Fig. 1: run 1, placed standard cells
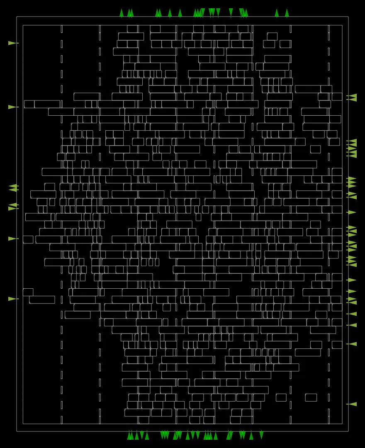
Fig. 2: run 1, signal wires on met4
Bar = 20 um.
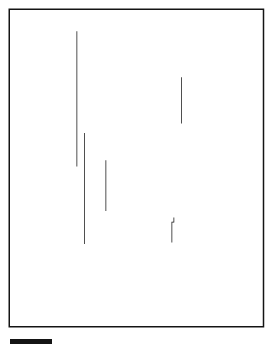
Fig. 3: run 1, gate-type map
Bar = 20 um.
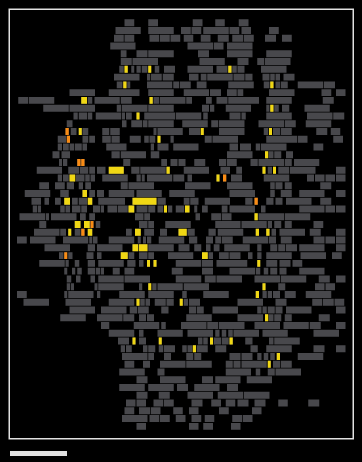
--- config.mk ---
export PLATFORM = sky130hd
export DESIGN_NAME = jtag_dtm_flat
export DESIGN_NICKNAME = d
export VERILOG_FILES = /design/src/rtl/jtag_dtm_pkg.sv /design/src/rtl/jtag_dtm_if.sv /design/src/rtl/jtag_dtm_pin_sync.sv /design/src/rtl/jtag_dtm.sv /design/src/flat_wrapper.sv
export SDC_FILE = /design/constraint.sdc
export NUM_CORES = 1
export LEC_CHECK = 0
export ABC_CLOCK_PERIOD_IN_PS = 5500
export CAP_MARGIN = 0
export CORE_AREA = 2 2 118 148
export CTS_BUF_LIST = sky130_fd_sc_hd__clkbuf_16
export CTS_CLUSTER_SIZE = 30
export DETAILED_ROUTE_END_ITERATION = 7
export DIE_AREA = 0 0 120 150
export PLACE_DENSITY_LB_ADDON = 0.25
export SYNTH_ARGS = -nofsm -noshare
export SYNTH_HDL_FRONTEND = slang
export SYNTH_SLANG_ARGS = --single-unit
--- constraint.sdc ---
create_clock -name clk -period 5.5 [get_ports clk]
set_clock_uncertainty 0.2 [all_clocks]
set_input_delay 1.65 -clock clk [delete_from_list [all_inputs] [get_ports clk]]
set_output_delay 1.65 -clock clk [all_outputs]
set_load 0.03 [all_outputs]
--- src/rtl/jtag_dtm_pkg.sv ---
// Shared types and constants for the oversampled JTAG debug transport module.
package dtm_pkg;

  localparam int IR_W = 5;
  localparam int DR_W = 41;

  localparam logic [IR_W-1:0] IR_IDCODE = 5'h01;
  localparam logic [IR_W-1:0] IR_DTMCS  = 5'h10;
  localparam logic [IR_W-1:0] IR_DMI    = 5'h11;
  localparam logic [IR_W-1:0] IR_BYPASS = 5'h1f;

  localparam logic [1:0] DMI_OP_NOP   = 2'd0;
  localparam logic [1:0] DMI_OP_READ  = 2'd1;
  localparam logic [1:0] DMI_OP_WRITE = 2'd2;
  localparam logic [1:0] DMI_OP_BUSY  = 2'd3;

  typedef enum logic [3:0] {
    TAP_TEST_LOGIC_RESET,
    TAP_RUN_TEST_IDLE,
    TAP_SELECT_DR,
    TAP_CAPTURE_DR,
    TAP_SHIFT_DR,
    TAP_EXIT1_DR,
    TAP_PAUSE_DR,
    TAP_EXIT2_DR,
    TAP_UPDATE_DR,
    TAP_SELECT_IR,
    TAP_CAPTURE_IR,
    TAP_SHIFT_IR,
    TAP_EXIT1_IR,
    TAP_PAUSE_IR,
    TAP_EXIT2_IR,
    TAP_UPDATE_IR
  } tap_state_e;

  // Which data register the current IR routes between TDI and TDO.
  typedef enum logic [1:0] {
    DR_BYPASS,
    DR_IDCODE,
    DR_DTMCS,
    DR_DMI
  } dr_sel_e;

  typedef struct packed {
    logic [13:0] zero_hi;
    logic        dmihardreset;
    logic        dmireset;
    logic        zero_mid;
    logic [2:0]  idle;
    logic [1:0]  dmistat;
    logic [5:0]  abits;
    logic [3:0]  version;
  } dtmcs_t;

  typedef struct packed {
    logic [6:0]  address;
    logic [31:0] data;
    logic [1:0]  op;
  } dmi_scan_t;

  // IEEE 1149.1 TAP next-state function.
  function automatic tap_state_e tap_next(input tap_state_e s, input logic tms);
    tap_next = TAP_TEST_LOGIC_RESET;
    case (s)
      TAP_TEST_LOGIC_RESET: tap_next = tms ? TAP_TEST_LOGIC_RESET : TAP_RUN_TEST_IDLE;
      TAP_RUN_TEST_IDLE:    tap_next = tms ? TAP_SELECT_DR : TAP_RUN_TEST_IDLE;
      TAP_SELECT_DR:        tap_next = tms ? TAP_SELECT_IR : TAP_CAPTURE_DR;
      TAP_CAPTURE_DR:       tap_next = tms ? TAP_EXIT1_DR  : TAP_SHIFT_DR;
      TAP_SHIFT_DR:         tap_next = tms ? TAP_EXIT1_DR  : TAP_SHIFT_DR;
      TAP_EXIT1_DR:         tap_next = tms ? TAP_UPDATE_DR : TAP_PAUSE_DR;
      TAP_PAUSE_DR:         tap_next = tms ? TAP_EXIT2_DR  : TAP_PAUSE_DR;
      TAP_EXIT2_DR:         tap_next = tms ? TAP_UPDATE_DR : TAP_SHIFT_DR;
      TAP_UPDATE_DR:        tap_next = tms ? TAP_SELECT_DR : TAP_RUN_TEST_IDLE;
      TAP_SELECT_IR:        tap_next = tms ? TAP_TEST_LOGIC_RESET : TAP_CAPTURE_IR;
      TAP_CAPTURE_IR:       tap_next = tms ? TAP_EXIT1_IR  : TAP_SHIFT_IR;
      TAP_SHIFT_IR:         tap_next = tms ? TAP_EXIT1_IR  : TAP_SHIFT_IR;
      TAP_EXIT1_IR:         tap_next = tms ? TAP_UPDATE_IR : TAP_PAUSE_IR;
      TAP_PAUSE_IR:         tap_next = tms ? TAP_EXIT2_IR  : TAP_PAUSE_IR;
      TAP_EXIT2_IR:         tap_next = tms ? TAP_UPDATE_IR : TAP_SHIFT_IR;
      TAP_UPDATE_IR:        tap_next = tms ? TAP_SELECT_DR : TAP_RUN_TEST_IDLE;
      default:              tap_next = TAP_TEST_LOGIC_RESET;
    endcase
  endfunction

endpackage

--- src/rtl/jtag_dtm_if.sv ---
// DMI request/response bus between the DTM (master) and the debug module (slave).
interface jtag_dtm_if;
  logic        dmi_start;
  logic        dmi_finish;
  logic [1:0]  dmi_op;
  logic [31:0] dmi_data_o;
  logic [31:0] dmi_data_i;
  logic [6:0]  dmi_address;

  modport master (
    output dmi_start, dmi_op, dmi_data_o, dmi_address,
    input  dmi_finish, dmi_data_i
  );

  modport slave (
    input  dmi_start, dmi_op, dmi_data_o, dmi_address,
    output dmi_finish, dmi_data_i
  );
endinterface

--- src/rtl/jtag_dtm_pin_sync.sv ---
// Oversamples raw JTAG pins into clk and produces single-cycle TCK edge strobes.
module jtag_pin_sync (
  input  logic clk,
  input  logic rst_n,
  input  logic tck,
  input  logic tms,
  input  logic tdi,
  output logic tck_rise,
  output logic tck_fall,
  output logic tms_s,
  output logic tdi_s
);

  logic [2:0] pins;
  logic [2:0] synced;
  logic       tck_hist_reg;

  assign pins = {tdi, tms, tck};

  genvar gi;
  generate
    for (gi = 0; gi < 3; gi++) begin : g_sync
      logic meta_reg;
      logic sync_reg;

      // Two-flop synchronizer for one pin; equal depth keeps tms/tdi aligned with tck.
      always_ff @(posedge clk or negedge rst_n) begin
        if (!rst_n) begin
          meta_reg <= 1'b0;
          sync_reg <= 1'b0;
        end else begin
          meta_reg <= pins[gi];
          sync_reg <= meta_reg;
        end
      end

      assign synced[gi] = sync_reg;
    end
  endgenerate

  // One cycle of synced tck history for edge detection.
  always_ff @(posedge clk or negedge rst_n) begin
    if (!rst_n) tck_hist_reg <= 1'b0;
    else        tck_hist_reg <= synced[0];
  end

  assign tck_rise = synced[0] & ~tck_hist_reg;
  assign tck_fall = ~synced[0] & tck_hist_reg;
  assign tms_s    = synced[1];
  assign tdi_s    = synced[2];

endmodule

--- src/rtl/jtag_dtm.sv ---
// RISC-V 0.13 JTAG DTM running entirely in the clk domain: TAP, IR, IDCODE,
// DTMCS, DMI and BYPASS registers, driving the debug module's DMI bus.
module jtag_dtm
  import dtm_pkg::*;
#(
  parameter logic [31:0] IDCODE = 32'h1000_0001,
  parameter int unsigned ABITS  = 7
) (
  input  logic              clk,
  input  logic              rst_n,
  input  logic              tck_i,
  input  logic              tms_i,
  input  logic              tdi_i,
  output logic              tdo_o,
  output logic              tdo_oe,
  jtag_dtm_if.master        dmi
);

  logic tck_rise, tck_fall, tms_s, tdi_s;

  jtag_pin_sync u_pin_sync (
    .clk      (clk),
    .rst_n    (rst_n),
    .tck      (tck_i),
    .tms      (tms_i),
    .tdi      (tdi_i),
    .tck_rise (tck_rise),
    .tck_fall (tck_fall),
    .tms_s    (tms_s),
    .tdi_s    (tdi_s)
  );

  // TAP side state
  tap_state_e       state_reg;
  logic [IR_W-1:0]  ir_reg;
  logic [IR_W-1:0]  ir_shift_reg;
  logic [DR_W-1:0]  dr_shift_reg;
  logic             tdo_reg;
  logic             tdo_oe_reg;

  // DMI side state
  logic             busy_reg;
  logic             sticky_reg;
  logic             start_reg;
  logic [1:0]       op_reg;
  logic [6:0]       addr_reg;
  logic [31:0]      wdata_reg;
  logic [31:0]      rdata_reg;

  dr_sel_e          dr_sel;
  dtmcs_t           dtmcs_rd;
  dmi_scan_t        cap_dmi;
  dmi_scan_t        scan_in;
  logic [DR_W-1:0]  capture_value;
  logic [DR_W-1:0]  shift_value;
  logic             finish_hit;
  logic             busy_eff;
  logic [31:0]      rdata_eff;
  logic             capture_dmi;
  logic             update_dmi;
  logic             update_dtmcs;
  logic             req_op_valid;

  // Decode the selected DR; anything unrecognised falls back to BYPASS.
  always_comb begin
    dr_sel = DR_BYPASS;
    case (ir_reg)
      IR_IDCODE: dr_sel = DR_IDCODE;
      IR_DTMCS:  dr_sel = DR_DTMCS;
      IR_DMI:    dr_sel = DR_DMI;
      default:   dr_sel = DR_BYPASS;
    endcase
  end

  // A completion in this very cycle counts as already done, so a coincident
  // capture sees the fresh read data rather than a busy status.
  always_comb begin
    finish_hit = dmi.dmi_finish & busy_reg;
    busy_eff   = busy_reg & ~finish_hit;
    rdata_eff  = (finish_hit && op_reg == DMI_OP_READ) ? dmi.dmi_data_i : rdata_reg;
  end

  // Capture values for DTMCS and DMI.
  always_comb begin
    dtmcs_rd              = '0;
    dtmcs_rd.version      = 4'd1;
    dtmcs_rd.abits        = 6'(ABITS);
    dtmcs_rd.dmistat      = sticky_reg ? 2'd3 : 2'd0;
    dtmcs_rd.idle         = 3'd1;

    cap_dmi.address = addr_reg;
    cap_dmi.data    = rdata_eff;
    cap_dmi.op      = DMI_OP_NOP;
    if (busy_eff) begin
      cap_dmi.data = wdata_reg;
      cap_dmi.op   = DMI_OP_BUSY;
    end else if (sticky_reg) begin
      cap_dmi.op   = DMI_OP_BUSY;
    end

    capture_value = '0;
    case (dr_sel)
      DR_IDCODE: capture_value = {9'd0, IDCODE};
      DR_DTMCS:  capture_value = {9'd0, dtmcs_rd};
      DR_DMI:    capture_value = cap_dmi;
      default:   capture_value = '0;
    endcase
  end

  // Right shift with TDI entering at the top bit of the selected register length.
  always_comb begin
    shift_value = dr_shift_reg >> 1;
    case (dr_sel)
      DR_IDCODE, DR_DTMCS: shift_value[31]     = tdi_s;
      DR_DMI:              shift_value[DR_W-1] = tdi_s;
      default:             shift_value[0]      = tdi_s;
    endcase
  end

  // Qualified capture and update strobes seen by the DMI side.
  always_comb begin
    scan_in      = dmi_scan_t'(dr_shift_reg);
    capture_dmi  = tck_rise && state_reg == TAP_CAPTURE_DR && dr_sel == DR_DMI;
    update_dmi   = tck_fall && state_reg == TAP_UPDATE_DR  && dr_sel == DR_DMI;
    update_dtmcs = tck_fall && state_reg == TAP_UPDATE_DR  && dr_sel == DR_DTMCS;
    req_op_valid = scan_in.op == DMI_OP_READ || scan_in.op == DMI_OP_WRITE;
  end

  // TAP FSM: capture/shift on rise in the current state, update and TDO on fall.
  always_ff @(posedge clk or negedge rst_n) begin
    if (!rst_n) begin
      state_reg    <= TAP_TEST_LOGIC_RESET;
      ir_reg       <= IR_IDCODE;
      ir_shift_reg <= '0;
      dr_shift_reg <= '0;
      tdo_reg      <= 1'b0;
      tdo_oe_reg   <= 1'b0;
    end else if (tck_rise) begin
      case (state_reg)
        TAP_CAPTURE_IR: ir_shift_reg <= 5'b00001;
        TAP_SHIFT_IR:   ir_shift_reg <= {tdi_s, ir_shift_reg[IR_W-1:1]};
        TAP_CAPTURE_DR: dr_shift_reg <= capture_value;
        TAP_SHIFT_DR:   dr_shift_reg <= shift_value;
        default: ;
      endcase
      state_reg <= tap_next(state_reg, tms_s);
      if (tap_next(state_reg, tms_s) == TAP_TEST_LOGIC_RESET) ir_reg <= IR_IDCODE;
    end else if (tck_fall) begin
      if (state_reg == TAP_UPDATE_IR) ir_reg <= ir_shift_reg;
      tdo_reg    <= (state_reg == TAP_SHIFT_IR) ? ir_shift_reg[0] :
                    (state_reg == TAP_SHIFT_DR) ? dr_shift_reg[0] : 1'b0;
      tdo_oe_reg <= (state_reg == TAP_SHIFT_IR) || (state_reg == TAP_SHIFT_DR);
    end
  end

  // DMI request tracking: issue, completion, busy/sticky bookkeeping.
  always_ff @(posedge clk or negedge rst_n) begin
    if (!rst_n) begin
      busy_reg   <= 1'b0;
      sticky_reg <= 1'b0;
      start_reg  <= 1'b0;
      op_reg     <= DMI_OP_NOP;
      addr_reg   <= '0;
      wdata_reg  <= '0;
      rdata_reg  <= '0;
    end else begin
      start_reg <= 1'b0;
      if (finish_hit) begin
        busy_reg <= 1'b0;
        if (op_reg == DMI_OP_READ) rdata_reg <= dmi.dmi_data_i;
      end
      if (capture_dmi && busy_eff) sticky_reg <= 1'b1;
      if (update_dtmcs && (dr_shift_reg[16] || dr_shift_reg[17])) sticky_reg <= 1'b0;
      // Hard reset abandons the request; its late finish then finds us idle.
      if (update_dtmcs && dr_shift_reg[17]) busy_reg <= 1'b0;
      if (update_dmi && req_op_valid) begin
        if (busy_eff) begin
          sticky_reg <= 1'b1;
        end else if (!sticky_reg) begin
          addr_reg  <= scan_in.address;
          wdata_reg <= scan_in.data;
          op_reg    <= scan_in.op;
          start_reg <= 1'b1;
          busy_reg  <= 1'b1;
        end
      end
    end
  end

  assign tdo_o           = tdo_reg;
  assign tdo_oe          = tdo_oe_reg;
  assign dmi.dmi_start   = start_reg;
  assign dmi.dmi_op      = op_reg;
  assign dmi.dmi_data_o  = wdata_reg;
  assign dmi.dmi_address = addr_reg;

endmodule

--- src/flat_wrapper.sv ---
// flat-port wrapper written by rule: the top's interface ports become plain ports
module jtag_dtm_flat import dtm_pkg::*;
#(
  parameter logic [31:0] IDCODE = 32'h1000_0001,
  parameter int unsigned ABITS  = 7
)
  (clk, rst_n, tck_i, tms_i, tdi_i, tdo_o, tdo_oe, dmi_dmi_start, dmi_dmi_op, dmi_dmi_data_o, dmi_dmi_address, dmi_dmi_finish, dmi_dmi_data_i);
  jtag_dtm_if dmi_i ();
  input  logic clk;
  input  logic rst_n;
  input  logic tck_i;
  input  logic tms_i;
  input  logic tdi_i;
  output logic tdo_o;
  output logic tdo_oe;
  output wire logic [$bits(dmi_i.dmi_start)-1:0] dmi_dmi_start;
  output wire logic [$bits(dmi_i.dmi_op)-1:0] dmi_dmi_op;
  output wire logic [$bits(dmi_i.dmi_data_o)-1:0] dmi_dmi_data_o;
  output wire logic [$bits(dmi_i.dmi_address)-1:0] dmi_dmi_address;
  input wire logic [$bits(dmi_i.dmi_finish)-1:0] dmi_dmi_finish;
  input wire logic [$bits(dmi_i.dmi_data_i)-1:0] dmi_dmi_data_i;
  assign dmi_dmi_start = dmi_i.dmi_start;
  assign dmi_dmi_op = dmi_i.dmi_op;
  assign dmi_dmi_data_o = dmi_i.dmi_data_o;
  assign dmi_dmi_address = dmi_i.dmi_address;
  assign dmi_i.dmi_finish = dmi_dmi_finish;
  assign dmi_i.dmi_data_i = dmi_dmi_data_i;
  jtag_dtm #(.IDCODE(IDCODE), .ABITS(ABITS)) u_core (.clk(clk), .rst_n(rst_n), .tck_i(tck_i), .tms_i(tms_i), .tdi_i(tdi_i), .tdo_o(tdo_o), .tdo_oe(tdo_oe), .dmi(dmi_i));
endmodule
==> out/summary.rpt, run 1 <==
RUN STATUS
--------------------------------------------------------------------------------
Status                                                              finished, final reports clean

SYNTHESIS
--------------------------------------------------------------------------------
Total cells reported by yosys after synthesis                                585
Commonest cells post-synth                                          dfrtp_1 (139), a21oi_1 (56), mux2_1 (41), nor2_1 (39), clkbuf_1 (36)
Share of the synthesized netlist area taken by xor and xnor gates        0.00269
Count of warnings emitted by yosys                                             0
Post-synth cell types                                                         54
Cell taking the most area after synthesis                                dfrtp_1
Sequential area share after synthesis                                      0.539
Cell area after synthesis                                            0.00650 mm2
Top_reg_cell synth                                                       dfrtp_1
Dominant kind of combinational cell                                 AND-OR/OR-AND gates
Chip area in the Yosys report                                        0.00650 mm2
Count leader, synth                                                      dfrtp_1

GLOBAL ROUTING
--------------------------------------------------------------------------------
GRT Residual Overflow                                                          0
Vias in the first global route                                              5149
Tot GR Track Use                                                           0.186
Wire length of the first global-routing pass                            26400 um
Antenna violations before repair                                               0

FINISH
--------------------------------------------------------------------------------
Syn-to-layout area delta                                                   25.3%
Clock distribution area overhead in the final layout                      0.0791
Gate Area                                                            0.00280 mm2
Number of nets in the layout                                                 689
Fraction of cell area in non-clock buffers                                 0.109
Multi-input combinational cell count                                         392
Commonest Layout Cell                                                          dfrtp_1
Register Area                                                        0.00350 mm2
Layout clock buffer count                                                     17
Number of signal-net inverters in the final layout                             9
Share of cell area taken by multi-input logic gates                        0.344

CLOCKING
--------------------------------------------------------------------------------
Clock latency on the worst-skew pair                                     0.42 ns
H-tree depth                                                                   4
Number of clock buffers inserted by TritonCTS                                 17
Clock tree from TritonCTS                                                   done
Postcts setup bufs                                                             0

TIMING
--------------------------------------------------------------------------------
Setup Viol. Count Final                                                        0
Slew HR                                                                    0.301
Setup repair after global routing missed its margin                        false
Final tally of max-slew violations                                             0
Highest attainable clock frequency                                       255 MHz
Transition time of the tightest slew-check pin                           1.05 ns

WORST SETUP PATH
--------------------------------------------------------------------------------
Worst path most repeated cell                                              buf_4
RR Endpoint                                                         u_core.dr_shift_reg[6]$_DFFE_PN0P_
Kind of end point of the critical path                                  register
Reg2Reg Setup Slack                                                      2.19 ns
Worst EP required                                                        5.59 ns
Sequence of cells on the critical path                              clkdlybuf4s50_1 > nor2b_2 > buf_4 > nor2_1 > nor4b_4 > buf_4 > mux2_1

FLOORPLAN
--------------------------------------------------------------------------------
Top-level port count                                                          82
Die outline width                                                         120 um

PWR
--------------------------------------------------------------------------------
Power dissipated in combinational cells                                  1.12 mW
Share of total power consumed by net switching                             0.344
IR drop worst, VDD                                                      0.229 mV
Part of the total power dissipated in combinational logic                  0.286
Internal power                                                           2.58 mW

DRT
--------------------------------------------------------------------------------
Avg WL per Cell                                                          17.8 um
Average vias per placed instance                                            5.46
1st-iter DRT viols                                                           412

PLACEMENT
--------------------------------------------------------------------------------
Quantity of I/O buffers inserted on ports                                     81
RePlAce Congestion                                                         0.823

RUN
--------------------------------------------------------------------------------
Max-cap violations                                                             0

HOLD PATH
--------------------------------------------------------------------------------
Hold worst-path end                                                 u_core.u_pin_sync.tms_s$_DFF_PN0_
Startpoint of the worst hold path                                   u_core.u_pin_sync.g_sync[1].meta_reg$_DFF_PN0_

## Picture notes: Fig. 1
Taps Inserted: 220
number of filler cells placed in the layout: 1472
final core utilization: 0.490

## Picture notes: Fig. 2
main direction	vertical
nets with wire on the layer	3
longest straight run	63.9 um

## Picture notes: Fig. 3
color	family	cells
yellow	nor cells	56
orange	inv cells	9

-- run 1: metal layers --
layer  vias to the layer above  wire length [um]  global-route usage  share of wire
li1                       2272                 -                   -              -
met1                      2430              6580               0.225           0.42
met4                         0               174              0.0576          0.011
met3                        14               734              0.0419          0.047
met5                         -                 0                   0              0
met2                       114              8250               0.328           0.52
-- run 1: per-stage QoR --
stage                     instance area [um2]  instances  utilization
after CTS                                8150        884        0.490
after detailed placement                 7500        852        0.451
final                                    8150        884        0.490
after global placement                   7500        852        0.451
after global routing                     8150        884        0.490
after floorplan                          6500        585            -
-- run 1: cells by family after synthesis --
logic type	after synthesis
compound gates	175
xor+xnor	2
buf+inv	53
flops	140
mux	76
simple gates	139
==> run 2, diff against run 1 <==
- ABC_CLOCK_PERIOD_IN_PS: 5500 -> 3800
- clock period: 5.5 -> 3.8 ns (I/O delays scaled with it)
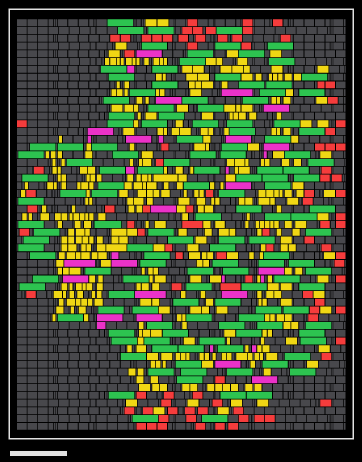
Fig. 4. Cell classes on the final placement (run 2).
Bar = 20 um. Fill, decap, tap and diode cells in gray.
color	class	cells	share of their area
green	registers	140	45%
yellow	remaining logic cells	401	36%
red	remaining buffers and delay cells	96	12%
magenta	clock drivers and dummy loads	32	7.4%

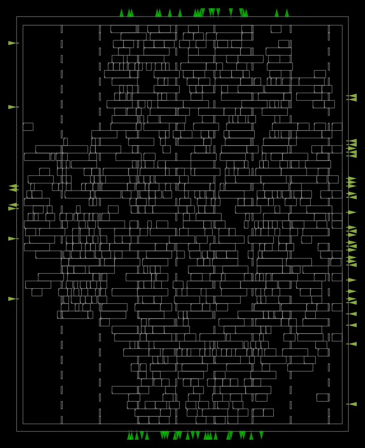
Fig. 5. Placed standard cells (run 2).
flip-flop and latch count: 140
final core utilization: 0.489
final cell count without fillers: 889

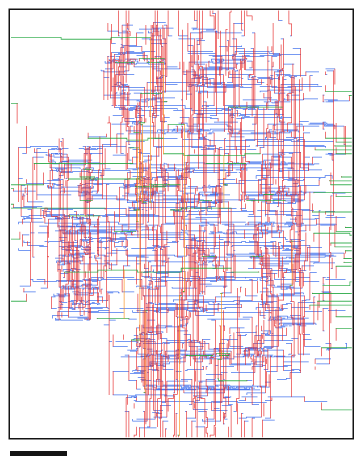
Fig. 6. Metal layers overlaid (run 2).
Bar = 20 um.
color	layer	wire length
red	M2	8270 um
orange	M4	422 um
green	M3	756 um
blue	M1	6850 um

==> run 2 against run 1 <==
Synthesized cell count is the same; routed wire length grew 3.6%; via count grew 0.79%; clock power grew 31%; combinational power grew 47%; non-clock buffer count grew 5.
==> out/summary.rpt, run 2 <==
RUN STATUS
-------------------------------------------------------------------
Status                                                 finished, final reports clean   unchanged

GLOBAL ROUTING
-------------------------------------------------------------------
Routing layer with the top usage in global route               met2   unchanged
Met1 demand-to-capacity share in global routing               0.230   was 0.225
Antenna violations before repair                                  0   unchanged
GRT Residual Overflow                                             0   unchanged
Met2 global-route usage                                       0.318   was 0.328
Tot GR Track Use                                              0.189   was 0.186
Wire length of the first global-routing pass               26400 um   about the same
Met3 Usage GRT                                               0.0461   was 0.0419
Vias in the first global route                                 5008   was 5149

SYNTHESIS
-------------------------------------------------------------------
Commonest cells post-synth                             dfrtp_1 (139), a21oi_1 (56), mux2_1 (41), nor2_1 (39), clkbuf_1 (36)   unchanged
Count of warnings emitted by yosys                                0   unchanged
Sequential area share after synthesis                         0.539   unchanged
Cell area after synthesis                               0.00650 mm2   unchanged
Post-synth cell types                                            54   unchanged
Count leader, synth                                         dfrtp_1   unchanged
Total cells reported by yosys after synthesis                   585   unchanged

FINISH
-------------------------------------------------------------------
Clock distribution area overhead in the final layout         0.0713   was 0.0791
Gate Area                                               0.00280 mm2   unchanged
Number of signal-net inverters in the final layout                9   unchanged
Number of filler cells placed in the layout                    1493   was 1472
Layout clock buffer count                                        17   unchanged
Fraction of cell area in non-clock buffers                    0.117   was 0.109
Register Area                                           0.00350 mm2   unchanged
Multi-input combinational cell count                            392   unchanged
Share of cell area taken by multi-input logic gates           0.344   about the same
Post-layout instance area                               0.00815 mm2   about the same
Syn-to-layout area delta                                      25.3%   about the same

CLOCKING
-------------------------------------------------------------------
Root Buffer Master                                        clkbuf_16   unchanged
Clock sink total                                                140   unchanged
H-tree depth                                                      4   unchanged
Clock tree from TritonCTS                                      done   unchanged
Postcts setup bufs                                                0   unchanged
Clock latency on the worst-skew pair                        0.42 ns   about the same
Number of clock buffers inserted by TritonCTS                    17   unchanged

TIMING
-------------------------------------------------------------------
Slew HR                                                       0.507   was 0.301
Transition time of the tightest slew-check pin             0.740 ns   was 1.05 ns
Final tally of max-slew violations                                0   unchanged
Highest attainable clock frequency                          337 MHz
Setup Viol. Count Final                                           0   unchanged
Setup repair after global routing missed its margin           false   unchanged

PLACEMENT
-------------------------------------------------------------------
Quantity of I/O buffers inserted on ports                        81   unchanged
Area after detailed placement                           0.00757 mm2   was 0.00750 mm2
Cell Count Post-Placement                                       857   was 852
RePlAce Congestion                                            0.784   was 0.823

DRT
-------------------------------------------------------------------
Post-Route WL                                              16300 um   was 15700 um
Average vias per placed instance                               5.48   was 5.46
Top sig layer                                                  met4   unchanged
Met2 WL                                                     8270 um   was 8250 um
Post-route met1 wirelength                                  6850 um   was 6580 um
Length of routed met3 wiring                                 755 um   was 734 um
Avg WL per Cell                                             18.3 um   was 17.8 um
1st-iter DRT viols                                              333   was 412

WORST SETUP PATH
-------------------------------------------------------------------
Slowest cell delay on critical path                         0.60 ns   was 0.61 ns
Worst EP required                                           3.89 ns   was 5.59 ns
RR Endpoint                                            u_core.dmi.dmi_data_o[7]$_DFFE_PN0P_   was u_core.dr_shift_reg[6]$_DFFE_PN0P_
Sequence of cells on the critical path                 clkdlybuf4s50_1 > nor2b_2 > nor2_1 > nor4b_4 > buf_4 > mux2_1   was clkdlybuf4s50_1 > nor2b_2 > buf_4 > nor2_1 > nor4b_4 > buf_4 > mux2_1

HOLD PATH
-------------------------------------------------------------------
Startpoint of the worst hold path                      u_core.u_pin_sync.g_sync[2].meta_reg$_DFF_PN0_   was u_core.u_pin_sync.g_sync[1].meta_reg$_DFF_PN0_
Hold worst-path end                                    u_core.u_pin_sync.tdi_s$_DFF_PN0_   was u_core.u_pin_sync.tms_s$_DFF_PN0_

RUN
-------------------------------------------------------------------
Max-cap violations                                                0   unchanged

PWR
-------------------------------------------------------------------
IR drop worst, VDD                                         0.301 mV   was 0.229 mV

FLOORPLAN
-------------------------------------------------------------------
Top-level port count                                             82   unchanged
Taps Inserted                                                   220   unchanged

## run 2: cell count changes in the layout (fill, tap and decap cells not counted), sizes merged
cell and change:
bufinv -2, inv -1, clkinv +3, buf +5
## run 2: cells by family (layout without fill, tap and decap cells)
logic type / after synthesis / in the layout / share of synthesized area
AOI/OAI and AO/OA: 175 / 175 / 0.179
xor gates and xnor gates: 2 / 2 / 0.00269
buffers and inverters: 53 / 137 / 0.0335
DFF: 140 / 140 / 0.539
muxes: 76 / 76 / 0.131
and+or+nand+nor: 139 / 139 / 0.115
## run 2: power breakdown
part	internal [mW]	switching (mW)	total, mW
Clock	1.02	0.616	1.63
Sequential	1.85	0.403	2.26
Combinational	0.722	0.925	1.65
Total	3.59	1.94	5.54
==> run 3, diff against run 2 <==
- ABC_CLOCK_PERIOD_IN_PS: 3800 -> 2970
- clock period: 3.8 -> 2.97 ns (I/O delays scaled with it)
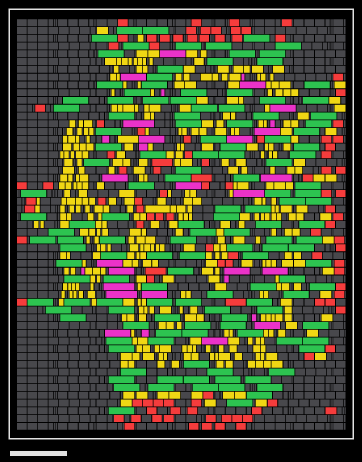
Fig. 7. Cell classes on the final placement (run 3).
Bar = 20 um. Fill, decap, tap and diode cells in gray.
color	class	cells	share of their area
green	registers	140	44%
magenta	clock drivers and dummy loads	31	7.8%
red	remaining buffers and delay cells	108	13%
yellow	remaining logic cells	401	35%
Placeable Area: 0.0166 mm2
final core utilization: 0.499

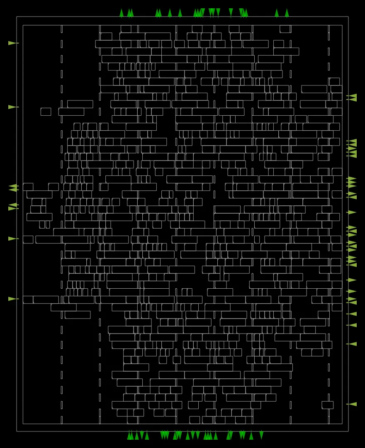
Fig. 8. Placed standard cells (run 3).
final cell count without fillers: 900
Seq area share: 0.422
number of placement rows: 53

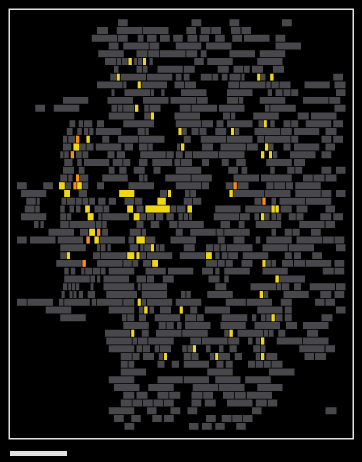
Fig. 9. Gate-type map (run 3).
Bar = 20 um.
color	family	cells
orange	inv cells	9
yellow	nor cells	56

==> run 3 against run 2 <==
Synthesized cell count unchanged; global-route usage decreased by 0.23 points; cell count increased by 1.2%; via count about the same; highest routed layer unchanged.
==> out/summary.rpt, run 3 <==
TIMING
----------------------------------------------------------------------------------------------------
Transition time of the tightest slew-check pin                                              0.737 ns   was 0.740 ns
Hold Violations, Final                                                                             0   unchanged
Part of the cycle the worst path needs                                                         0.899
Setup repair after global routing missed its margin                                            false   unchanged
Final tally of max-slew violations                                                                 0   unchanged
Slew HR                                                                                        0.505   was 0.507
Highest attainable clock frequency                                                           374 MHz
Setup Viol. Count Final                                                                            0   unchanged
Final setup slack of the worst path                                                         0.299 ns   was 0.835 ns

FINISH
----------------------------------------------------------------------------------------------------
Fraction of cell area in non-clock buffers                                                     0.128   was 0.117
Number of filler cells placed in the layout                                                     1466   was 1493
Commonest Layout Cell                                                                              dfrtp_1   unchanged
Syn-to-layout area delta                                                                       27.8%   was 25.3%
Layout clock buffer count                                                                         17   unchanged
Max-area cell class                                                                     sequential cells   unchanged
Post-layout instance area                                                                0.00831 mm2   was 0.00815 mm2
Fraction of final layout cells sized beyond drive strength 1                                   0.157   was 0.139
Share of cell area taken by multi-input logic gates                                            0.337   was 0.344
Gate Area                                                                                0.00280 mm2   unchanged
Number of signal-net inverters in the final layout                                                 9   unchanged
Clock distribution area overhead in the final layout                                          0.0753   was 0.0713
Register Area                                                                            0.00350 mm2   unchanged
Bufs w/o clock                                                                                   108   was 96
Multi-input combinational cell count                                                             392   unchanged
Flip-flop and latch count                                                                        140   unchanged
Top cells excl fill/tap                                                                 dfrtp_1 (139), clkdlybuf4s50_1 (80), a21oi_1 (56), mux2_1 (41), nor2_1 (38)   unchanged
Number of nets in the layout                                                                     706   was 694

WORST SETUP PATH
----------------------------------------------------------------------------------------------------
Largest fanout on the critical path                                                                6   was 27
Sequence of cells on the critical path                                                  clkdlybuf4s50_1   was clkdlybuf4s50_1 > nor2b_2 > nor2_1 > nor4b_4 > buf_4 > mux2_1
Stages on the worst setup path                                                                     1   was 6
Slowest cell delay on critical path                                                          0.71 ns   was 0.60 ns
Worst setup path class                                                                       reg2out   was in2reg
Reg2Reg Setup Slack                                                                          0.37 ns   was 0.85 ns
RR Endpoint                                                                             u_core.dmi.dmi_address[3]$_DFFE_PN0P_   was u_core.dmi.dmi_data_o[7]$_DFFE_PN0P_
WP data arrival                                                                              1.58 ns   was 3.06 ns
Depth of the worst register-to-register path                                                       4   was 5
CP delay by family, top                                                                 buffers and inverters   unchanged
Kind of end point of the critical path                                                    output pin   was register
Critical path startpoint category                                                           register   was input pin
Worst setup endpoint                                                                    dmi_dmi_op[0]   was u_core.dmi.dmi_data_o[7]$_DFFE_PN0P_
Worst EP required                                                                            1.88 ns   was 3.89 ns

CLOCKING
----------------------------------------------------------------------------------------------------
Clock sink total                                                                                 140   unchanged
Clock tree from TritonCTS                                                                       done   unchanged
Postcts setup bufs                                                                                 0   unchanged
H-tree depth                                                                                       4   unchanged
Number of clock buffers inserted by TritonCTS                                                     17   unchanged
Clock-pin slew reported for the worst setup and hold paths after clock tree synthesis        0.06 ns   about the same
Root Buffer Master                                                                         clkbuf_16   unchanged
Clock latency on the worst-skew pair                                                         0.42 ns   about the same

FLOORPLAN
----------------------------------------------------------------------------------------------------
Die Area                                                                                  0.0180 mm2   unchanged
Taps Inserted                                                                                    220   unchanged
Top-level port count                                                                              82   unchanged
FP Core Util                                                                                   0.391   unchanged
Die outline width                                                                             120 um   unchanged

SYNTHESIS
----------------------------------------------------------------------------------------------------
Synthesis-stage register bit count                                                               140   unchanged
Post-synthesis net count                                                                         623   unchanged
Main area contributors                                                                  dfrtp_1 (54%), mux2_1 (7.1%), mux2_2 (5.7%)   unchanged
Cell area after synthesis                                                                0.00650 mm2   unchanged
Total cells reported by yosys after synthesis                                                    585   unchanged
Cells after synthesis                                                                            585   unchanged
Sequential area share after synthesis                                                          0.539   unchanged
Top_reg_cell synth                                                                           dfrtp_1   unchanged
Post-synth cell types                                                                             54   unchanged
Count leader, synth                                                                          dfrtp_1   unchanged
Chip area in the Yosys report                                                            0.00650 mm2   unchanged
Commonest cells post-synth                                                              dfrtp_1 (139), a21oi_1 (56), mux2_1 (41), nor2_1 (39), clkbuf_1 (36)   unchanged
Cell taking the most area after synthesis                                                    dfrtp_1   unchanged
Count of warnings emitted by yosys                                                                 0   unchanged

RUN STATUS
----------------------------------------------------------------------------------------------------
Status                                                                                  finished, final reports clean   unchanged

PWR
----------------------------------------------------------------------------------------------------
Sum of internal, switching and leakage power                                                 7.32 mW   was 5.54 mW
Leak pwr                                                                                     3.64 nW   was 3.56 nW
IR drop worst, VDD                                                                          0.428 mV   was 0.301 mV
Power density cells                                                                       881 mW/mm2   was 680 mW/mm2

PLACEMENT
----------------------------------------------------------------------------------------------------
RePlAce Congestion                                                                             0.825   was 0.784
Quantity of I/O buffers inserted on ports                                                         81   unchanged
DP HPWL                                                                                     10800 um   was 10700 um
Area after detailed placement                                                            0.00768 mm2   was 0.00757 mm2
Cell Count Post-Placement                                                                        869   was 857

GLOBAL ROUTING
----------------------------------------------------------------------------------------------------
Wire length of the first global-routing pass                                                26300 um   was 26400 um
Vias in the first global route                                                                  5059   was 5008
GRT Residual Overflow                                                                              0   unchanged
Antenna violations before repair                                                                   0   unchanged
Tot GR Track Use                                                                               0.186   was 0.189

HOLD PATH
----------------------------------------------------------------------------------------------------
Hold worst-path end                                                                     u_core.u_pin_sync.g_sync[0].sync_reg$_DFF_PN0_   was u_core.u_pin_sync.tdi_s$_DFF_PN0_
Startpoint of the worst hold path                                                       u_core.u_pin_sync.g_sync[0].meta_reg$_DFF_PN0_   was u_core.u_pin_sync.g_sync[2].meta_reg$_DFF_PN0_

DRT
----------------------------------------------------------------------------------------------------
Average vias per placed instance                                                                5.41   was 5.48
Avg WL per Cell                                                                              17.5 um   was 18.3 um
Post-Route WL                                                                               15800 um   was 16300 um
Via Count                                                                                       4871   was 4868
Number of antenna-violating nets in the routed design                                              0   unchanged
1st-iter DRT viols                                                                               335   was 333
DRC viols                                                                                          0   unchanged

RUN
----------------------------------------------------------------------------------------------------
Max-cap violations                                                                                 0   unchanged

-- run 3: metal layers --
layer  share of wire  wire (um)  GRT usage
met1            0.43       6770      0.229
met2            0.51       8080      0.321
met3           0.042        666     0.0438
met4           0.015        233     0.0653
met5               0          0          0
-- run 3: where the power goes --
part	switching, mW	internal [mW]
logic	1.27	0.982
registers	0.426	2.37
clock network	0.792	1.47
-- run 3: logic make-up (layout without fill, tap and decap cells) --
family | Yosys count | in the layout | synth area share
compound gates | 175 | 175 | 0.179
xor+xnor | 2 | 2 | 0.00269
buf+inv | 53 | 148 | 0.0335
flops | 140 | 140 | 0.539
mux | 76 | 76 | 0.131
simple gates | 139 | 139 | 0.115
Power figures rest on the tool's default switching activity, not on a simulated workload.
